==> config.mk <==
export PLATFORM = sky130hd
export DESIGN_NAME = pll_dcfg_ctrl_flat
export DESIGN_NICKNAME = d
export VERILOG_FILES = /design/src/rtl/pll_dcfg_ctrl_if.sv /design/src/rtl/pll_dcfg_ctrl.sv /design/src/flat_wrapper.sv
export SDC_FILE = /design/constraint.sdc
export NUM_CORES = 1
export LEC_CHECK = 0
export CORE_MARGIN = 2
export CORE_UTILIZATION = 45
export CTS_CLUSTER_SIZE = 30
export DETAILED_ROUTE_END_ITERATION = 6
export GPL_ROUTABILITY_DRIVEN = 0
export PLACE_DENSITY = 0.71
export SYNTH_ARGS = -nofsm -noshare
export SYNTH_HDL_FRONTEND = slang
export SYNTH_SLANG_ARGS = --single-unit
==> constraint.sdc <==
create_clock -name clk -period 2.68 [get_ports clk]
set_clock_uncertainty 0.05 [all_clocks]
set_input_delay 0.536 -clock clk [delete_from_list [all_inputs] [get_ports clk]]
set_output_delay 0.536 -clock clk [all_outputs]
set_load 0.05 [all_outputs]
==> src/rtl/pll_dcfg_ctrl_if.sv <==
// Request/response bus between the system-side register bank and the
// EF2 PLL dynamic-configuration initiator.
interface pll_dcfg_ctrl_if;
  logic       req_valid;
  logic       req_ready;
  logic [1:0] req_cmd;
  logic [5:0] req_addr;
  logic [7:0] req_wdata;
  logic       rsp_valid;
  logic [7:0] rsp_rdata;
  logic       rsp_err;

  modport master (
    output req_valid, req_cmd, req_addr, req_wdata,
    input  req_ready, rsp_valid, rsp_rdata, rsp_err
  );

  modport slave (
    input  req_valid, req_cmd, req_addr, req_wdata,
    output req_ready, rsp_valid, rsp_rdata, rsp_err
  );
endinterface

==> src/rtl/pll_dcfg_ctrl.sv <==
// EF2 PLL dynamic-configuration initiator: turns single-beat register requests
// into dclk/dcs/dwe port cycles and sequences PLL reset/relock with a lock timeout.
module pll_dcfg_ctrl #(
  parameter int DCLK_DIV     = 2,
  parameter int RST_CYCLES   = 16,
  parameter int LOCK_TIMEOUT = 65535
) (
  input  logic                  clk,
  input  logic                  rst,
  pll_dcfg_ctrl_if.slave        bus,
  output logic                  locked,
  output logic                  pll_reset,
  output logic                  pll_dclk,
  output logic                  pll_dcs,
  output logic                  pll_dwe,
  output logic [5:0]            pll_daddr,
  output logic [7:0]            pll_di,
  input  logic [7:0]            pll_do,
  input  logic                  pll_extlock
);

  localparam int PW = $clog2(DCLK_DIV + 1);
  localparam int TW = $clog2(LOCK_TIMEOUT + 1);
  localparam int RW = $clog2(RST_CYCLES + 1);

  localparam logic [PW-1:0] PH_LAST  = PW'(DCLK_DIV - 1);
  localparam logic [TW-1:0] TMO_LAST = TW'(LOCK_TIMEOUT - 1);
  localparam logic [RW-1:0] RST_LAST = RW'(RST_CYCLES - 1);

  typedef enum logic [2:0] {
    PWRUP_RST  = 3'd0,
    LOCK_WAIT  = 3'd1,
    IDLE       = 3'd2,
    SETUP      = 3'd3,
    STROBE     = 3'd4,
    TAIL       = 3'd5,
    RD_HIGH    = 3'd6,
    RST_ASSERT = 3'd7
  } state_t;

  state_t        state_r;
  logic [PW-1:0] ph_cnt_r;
  logic [TW-1:0] tmo_cnt_r;
  logic [RW-1:0] rst_cnt_r;
  logic          is_read_r;
  logic          relock_rsp_r;
  logic          ext_meta_r;
  logic          ext_sync_r;

  // Two-flop synchronizer for the asynchronous PLL lock indication.
  always_ff @(posedge clk) begin
    if (rst) begin
      ext_meta_r <= 1'b0;
      ext_sync_r <= 1'b0;
    end else begin
      ext_meta_r <= pll_extlock;
      ext_sync_r <= ext_meta_r;
    end
  end

  // Sequencer: power-up/relock reset, lock wait, and configuration-port access phases.
  always_ff @(posedge clk) begin
    if (rst) begin
      state_r       <= PWRUP_RST;
      ph_cnt_r      <= PW'(1'b0);
      tmo_cnt_r     <= TW'(1'b0);
      rst_cnt_r     <= RW'(1'b0);
      is_read_r     <= 1'b0;
      relock_rsp_r  <= 1'b0;
      locked        <= 1'b0;
      pll_reset     <= 1'b1;
      pll_dclk      <= 1'b0;
      pll_dcs       <= 1'b0;
      pll_dwe       <= 1'b0;
      pll_daddr     <= 6'h00;
      pll_di        <= 8'h00;
      bus.req_ready <= 1'b0;
      bus.rsp_valid <= 1'b0;
      bus.rsp_rdata <= 8'h00;
      bus.rsp_err   <= 1'b0;
    end else begin
      bus.rsp_valid <= 1'b0;
      case (state_r)
        PWRUP_RST, RST_ASSERT: begin
          if (rst_cnt_r == RST_LAST) begin
            state_r   <= LOCK_WAIT;
            pll_reset <= 1'b0;
            tmo_cnt_r <= TW'(1'b0);
          end else begin
            rst_cnt_r <= rst_cnt_r + RW'(1'b1);
          end
        end
        // Only a relock request owes a response; power-up exits silently.
        LOCK_WAIT: begin
          if (ext_sync_r) begin
            state_r       <= IDLE;
            locked        <= 1'b1;
            bus.req_ready <= 1'b1;
            bus.rsp_valid <= relock_rsp_r;
            bus.rsp_err   <= 1'b0;
          end else if (tmo_cnt_r == TMO_LAST) begin
            state_r       <= IDLE;
            locked        <= 1'b0;
            bus.req_ready <= 1'b1;
            bus.rsp_valid <= relock_rsp_r;
            bus.rsp_err   <= 1'b1;
          end else begin
            tmo_cnt_r <= tmo_cnt_r + TW'(1'b1);
          end
        end
        IDLE: begin
          locked <= ext_sync_r;
          if (bus.req_valid && bus.req_ready) begin
            case (bus.req_cmd)
              2'b00, 2'b01: begin
                state_r       <= SETUP;
                bus.req_ready <= 1'b0;
                ph_cnt_r      <= PW'(1'b0);
                is_read_r     <= ~bus.req_cmd[0];
                pll_dcs       <= 1'b1;
                pll_dwe       <= bus.req_cmd[0];
                pll_daddr     <= bus.req_addr;
                pll_di        <= bus.req_wdata;
              end
              2'b10: begin
                state_r       <= RST_ASSERT;
                bus.req_ready <= 1'b0;
                rst_cnt_r     <= RW'(1'b0);
                relock_rsp_r  <= 1'b1;
                pll_reset     <= 1'b1;
                locked        <= 1'b0;
              end
              default: begin
                bus.rsp_valid <= 1'b1;
                bus.rsp_err   <= 1'b1;
              end
            endcase
          end
        end
        SETUP: begin
          locked <= ext_sync_r;
          if (ph_cnt_r == PH_LAST) begin
            state_r  <= STROBE;
            ph_cnt_r <= PW'(1'b0);
            pll_dclk <= 1'b1;
          end else begin
            ph_cnt_r <= ph_cnt_r + PW'(1'b1);
          end
        end
        STROBE: begin
          locked <= ext_sync_r;
          if (ph_cnt_r == PH_LAST) begin
            state_r  <= TAIL;
            ph_cnt_r <= PW'(1'b0);
            pll_dclk <= 1'b0;
            pll_dcs  <= 1'b0;
            pll_dwe  <= 1'b0;
          end else begin
            ph_cnt_r <= ph_cnt_r + PW'(1'b1);
          end
        end
        TAIL: begin
          locked <= ext_sync_r;
          if (ph_cnt_r == PH_LAST) begin
            ph_cnt_r <= PW'(1'b0);
            if (is_read_r) begin
              state_r  <= RD_HIGH;
              pll_dclk <= 1'b1;
            end else begin
              state_r       <= IDLE;
              bus.req_ready <= 1'b1;
              bus.rsp_valid <= 1'b1;
              bus.rsp_err   <= 1'b0;
            end
          end else begin
            ph_cnt_r <= ph_cnt_r + PW'(1'b1);
          end
        end
        RD_HIGH: begin
          locked <= ext_sync_r;
          if (ph_cnt_r == PH_LAST) begin
            state_r       <= IDLE;
            ph_cnt_r      <= PW'(1'b0);
            pll_dclk      <= 1'b0;
            bus.rsp_rdata <= pll_do;
            bus.req_ready <= 1'b1;
            bus.rsp_valid <= 1'b1;
            bus.rsp_err   <= 1'b0;
          end else begin
            ph_cnt_r <= ph_cnt_r + PW'(1'b1);
          end
        end
        default: begin
          state_r       <= PWRUP_RST;
          rst_cnt_r     <= RW'(1'b0);
          relock_rsp_r  <= 1'b0;
          pll_reset     <= 1'b1;
          pll_dclk      <= 1'b0;
          pll_dcs       <= 1'b0;
          pll_dwe       <= 1'b0;
          locked        <= 1'b0;
          bus.req_ready <= 1'b0;
        end
      endcase
    end
  end

endmodule

==> src/flat_wrapper.sv <==
// flat-port wrapper written by rule: the top's interface ports become plain ports
module pll_dcfg_ctrl_flat 
#(
  parameter int DCLK_DIV     = 2,
  parameter int RST_CYCLES   = 16,
  parameter int LOCK_TIMEOUT = 65535
)
  (clk, rst, locked, pll_reset, pll_dclk, pll_dcs, pll_dwe, pll_daddr, pll_di, pll_do, pll_extlock, bus_req_valid, bus_req_cmd, bus_req_addr, bus_req_wdata, bus_req_ready, bus_rsp_valid, bus_rsp_rdata, bus_rsp_err);
  pll_dcfg_ctrl_if bus_i ();
  input  logic clk;
  input  logic rst;
  output logic locked;
  output logic pll_reset;
  output logic pll_dclk;
  output logic pll_dcs;
  output logic pll_dwe;
  output logic [5:0] pll_daddr;
  output logic [7:0] pll_di;
  input  logic [7:0] pll_do;
  input  logic pll_extlock;
  input wire logic [$bits(bus_i.req_valid)-1:0] bus_req_valid;
  input wire logic [$bits(bus_i.req_cmd)-1:0] bus_req_cmd;
  input wire logic [$bits(bus_i.req_addr)-1:0] bus_req_addr;
  input wire logic [$bits(bus_i.req_wdata)-1:0] bus_req_wdata;
  output wire logic [$bits(bus_i.req_ready)-1:0] bus_req_ready;
  output wire logic [$bits(bus_i.rsp_valid)-1:0] bus_rsp_valid;
  output wire logic [$bits(bus_i.rsp_rdata)-1:0] bus_rsp_rdata;
  output wire logic [$bits(bus_i.rsp_err)-1:0] bus_rsp_err;
  assign bus_i.req_valid = bus_req_valid;
  assign bus_i.req_cmd = bus_req_cmd;
  assign bus_i.req_addr = bus_req_addr;
  assign bus_i.req_wdata = bus_req_wdata;
  assign bus_req_ready = bus_i.req_ready;
  assign bus_rsp_valid = bus_i.rsp_valid;
  assign bus_rsp_rdata = bus_i.rsp_rdata;
  assign bus_rsp_err = bus_i.rsp_err;
  pll_dcfg_ctrl #(.DCLK_DIV(DCLK_DIV), .RST_CYCLES(RST_CYCLES), .LOCK_TIMEOUT(LOCK_TIMEOUT)) u_core (.clk(clk), .rst(rst), .bus(bus_i), .locked(locked), .pll_reset(pll_reset), .pll_dclk(pll_dclk), .pll_dcs(pll_dcs), .pll_dwe(pll_dwe), .pll_daddr(pll_daddr), .pll_di(pll_di), .pll_do(pll_do), .pll_extlock(pll_extlock));
endmodule
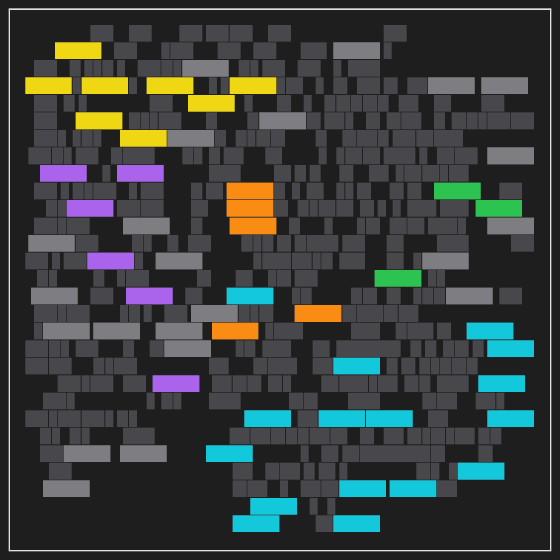
flops_by_reg.png
orange -> `u_core.rst_cnt_r`  # flops 5, where middle
cyan -> `u_core.tmo_cnt_r`  # flops 16
green -> `u_core.state_r`  # flops 3
purple -> `u_core.pll_daddr`  # flops 6
yellow -> `u_core.bus.rsp_rdata`  # flops 8, where top left
not coloured = 22

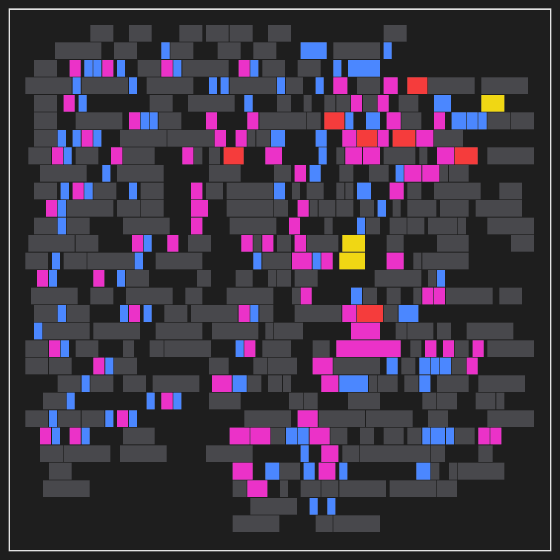
logic_types.png
magenta -> aoi and oai cells  # cells 80, most used a21oi_1, where widely spread
blue -> nand cells  # cells 91, most used nand2_1, where widely spread
red -> non-inverting ao/oa cells  # cells 7, most used a211o_1
yellow -> mux cells  # cells 3, most used mux2i_1
Finished Layout Cells: 492
most frequently placed logic cell in the final layout: nand2_1
multi-input combinational area share: 41.9%

==> Implementation_results.wiki <==
== Implementation results ==
{| class="wikitable"
! Metric !! Value
|-
| Result of the run || finished clean
|-
| Hold Path Stages || 2
|-
| Cell total after placement || about 480
|-
| Power in combinational cells || 657 uW
|-
| Root Buffer || clkbuf_8
|-
| Net Switching || just over 800 uW
|-
| Maximum number of pins on one net before global-route repair || 31
|-
| Number of buffers inserted to repair setup after CTS || 0
|-
| Worst path cell trace || ha_1, and3_1, ha_1, nor2b_1, o41ai_4, o21ai_2, buf_4, or4_1, nand2_1
|-
| Crit path from || u_core.rst_cnt_r[0]
|-
| Top fanout value on the critical path || 14
|-
| Number of buffer and inverter stages on the critical path || 1
|-
| Average wire per cell in the routed design || roughly 14 um
|-
| Endpoint of the worst-slack reg-to-reg timing path || u_core.tmo_cnt_r[3]
|-
| Start-to-end type of the worst setup path || flop to flop
|-
| Seq cells || ~60
|-
| Number of inverters outside the clock class in the layout || 6
|-
| CTS H-tree lvls || 3
|-
| Post-synth EDFFs || 0
|-
| Most flops, register || u_core.tmo_cnt_r
|-
| Layout Nets || 446
|-
| Mux area share || under 10%
|-
| Netlist area before placement || 2870 um^2
|-
| Sequential Power || between 900 and 1000 uW
|-
| Ant diodes || 0
|-
| Worst path depth || 9
|-
| Register fraction of the total cell area || between 30% and 40%
|-
| Global route overflow || 0
|-
| Hold Crit Start || u_core.rst_cnt_r[4]
|-
| Leading area contributor after synthesis || dfxtp_1
|-
| Minimum setup slack after placement || around 0.27 ns
|-
| Hold-critical path endpoint || u_core.rst_cnt_r[4]
|-
| Final number of max-transition violations || 0
|-
| Die area || 7030 um^2
|-
| And+or+nand+nor area frac || between 20% and 30%
|-
| Leading post-synthesis cells by instance count || 66 x nand2_1, 60 x dfxtp_1, 35 x a21oi_1, 20 x nor2_1, 15 x o21ai_0
|-
| Min-delay worst type || flop to flop
|-
| Top routing layer in use || met4
|-
| Comb power frac || roughly a quarter
|-
| Vias in the first global route || 2506
|-
| Achievable clock frequency || roughly 0.41 GHz
|-
| Crit path DAT || around 2.7 ns
|-
| Power in the clock group || roughly 820 uW
|-
| FF+latch area || between 1000 and 1500 um^2
|-
| Leading cell types in the layout, fill and taps excluded || 66 x nand2_1, 60 x dfxtp_1, 57 x clkdlybuf4s50_1, 35 x a21oi_1, 20 x nor2_1
|-
| Cell with the largest stage delay on the worst path || or4_1
|-
| Share of the core filled with cells || 60.1%
|-
| Via density per instance || 5.44
|-
| Mi-comb count || about 260
|-
| Tap cell count || 77
|-
| Switching Share || between 30 and 40%
|-
| Mean instance size in the synthesized netlist || between 8 and 9 um^2
|-
| Buffers excl. clock || about 69
|-
| Max_slew headroom || between 50% and 60%
|-
| Part of the power in registers || ~40%
|-
| Cell count after synthesis || 345
|-
| GR Util met3 || 9.20%
|-
| Final TNS setup || 0 ns
|-
| Dominant comb cell || simple AND/OR/NAND/NOR gates
|-
| Registers with the highest flip-flop counts || u_core.tmo_cnt_r x16, u_core.bus.rsp_rdata x8, u_core.pll_di x8
|-
| Row cnt || 29
|-
| Number of max-capacitance violations reported || 0
|-
| Portion of total power attributed to the clock network || between 30 and 40%
|-
| Async SR Flop Fraction || 0%
|-
| Number of antenna violations at the first check in global routing || 0
|-
| Final Total Pwr || around 2500 uW
|-
| Met3 WL post-DR || 488 um
|-
| 1st-iter DRT viols || 111
|-
| Layout clock buffers || 9
|-
| Clk slew on worst S/H paths || 0.07 ns
|-
| Num Clock Sinks || 60
|-
| Yosys cell types || 58
|-
| Final design instance area without fill || about 3700 um^2
|-
| Via Count || 2675
|-
| Max-area cell class || multi-input combinational cells
|-
| Worst-margin pin slew || between 0.6 and 0.7 ns
|-
| RSZ-0062 raised after global routing || no
|-
| Share of post-route cells with drive strength above 1 || a little under an eighth
|-
| Worst reg2reg setup slack || between 0.2 and 0.3 ns
|-
| Sequential cell area fraction in the yosys report || between 40% and 50%
|-
| Warning total across the stage logs || 30
|-
| Count leader, synth || nand2_1
|-
| Worst EP required || 2.92 ns
|-
| Layer carrying the most global-route usage || met2
|-
| Synth Register Bits || ~60
|-
| Largest register FFs || 16
|-
| Met1 wire length || roughly 3300 um
|-
| Type of element launching the critical path || flop
|-
| FP Core Util || 46.0%
|-
| Worst supply voltage drop on vdd || approximately 0.51 mV
|-
| Placed cell area || between 3000 and 4000 um^2
|-
| CTS tree || built
|-
| Global-route wire length before repair || about 12000 um
|-
| Post-route setup slack || between 0.2 and 0.3 ns
|-
| Area growth from synthesis to final layout || 30.7%
|-
| Routing usage on met2 || between 20% and 30%
|-
| Placeable core region || about 6200 um^2
|-
| Number of port buffers || 57
|-
| CP endpoint kind || flop
|-
| Pwr/cell area || between 600 and 700 nW/um^2
|-
| Y dimension of the die || roughly 84 um
|-
| Reg2Reg Launch Point || u_core.rst_cnt_r[0]
|-
| Clock latency on the worst-skew pair || roughly 0.35 ns
|-
| Top post-synthesis cells by area || dfxtp_1 42%, nand2_1 8.6%, a21oi_1 6.1%, ha_1 3.5%, nor2_1 2.6%
|-
| I/O pin total || roughly 58
|-
| Static Leakage || roughly 0.0013 uW
|-
| Complex Gates by Area || roughly a fifth
|-
| DRT Wirelength || 6880 um
|-
| Combinational gate area || roughly 1600 um^2
|}
Power is estimated from default activity; no workload was simulated.
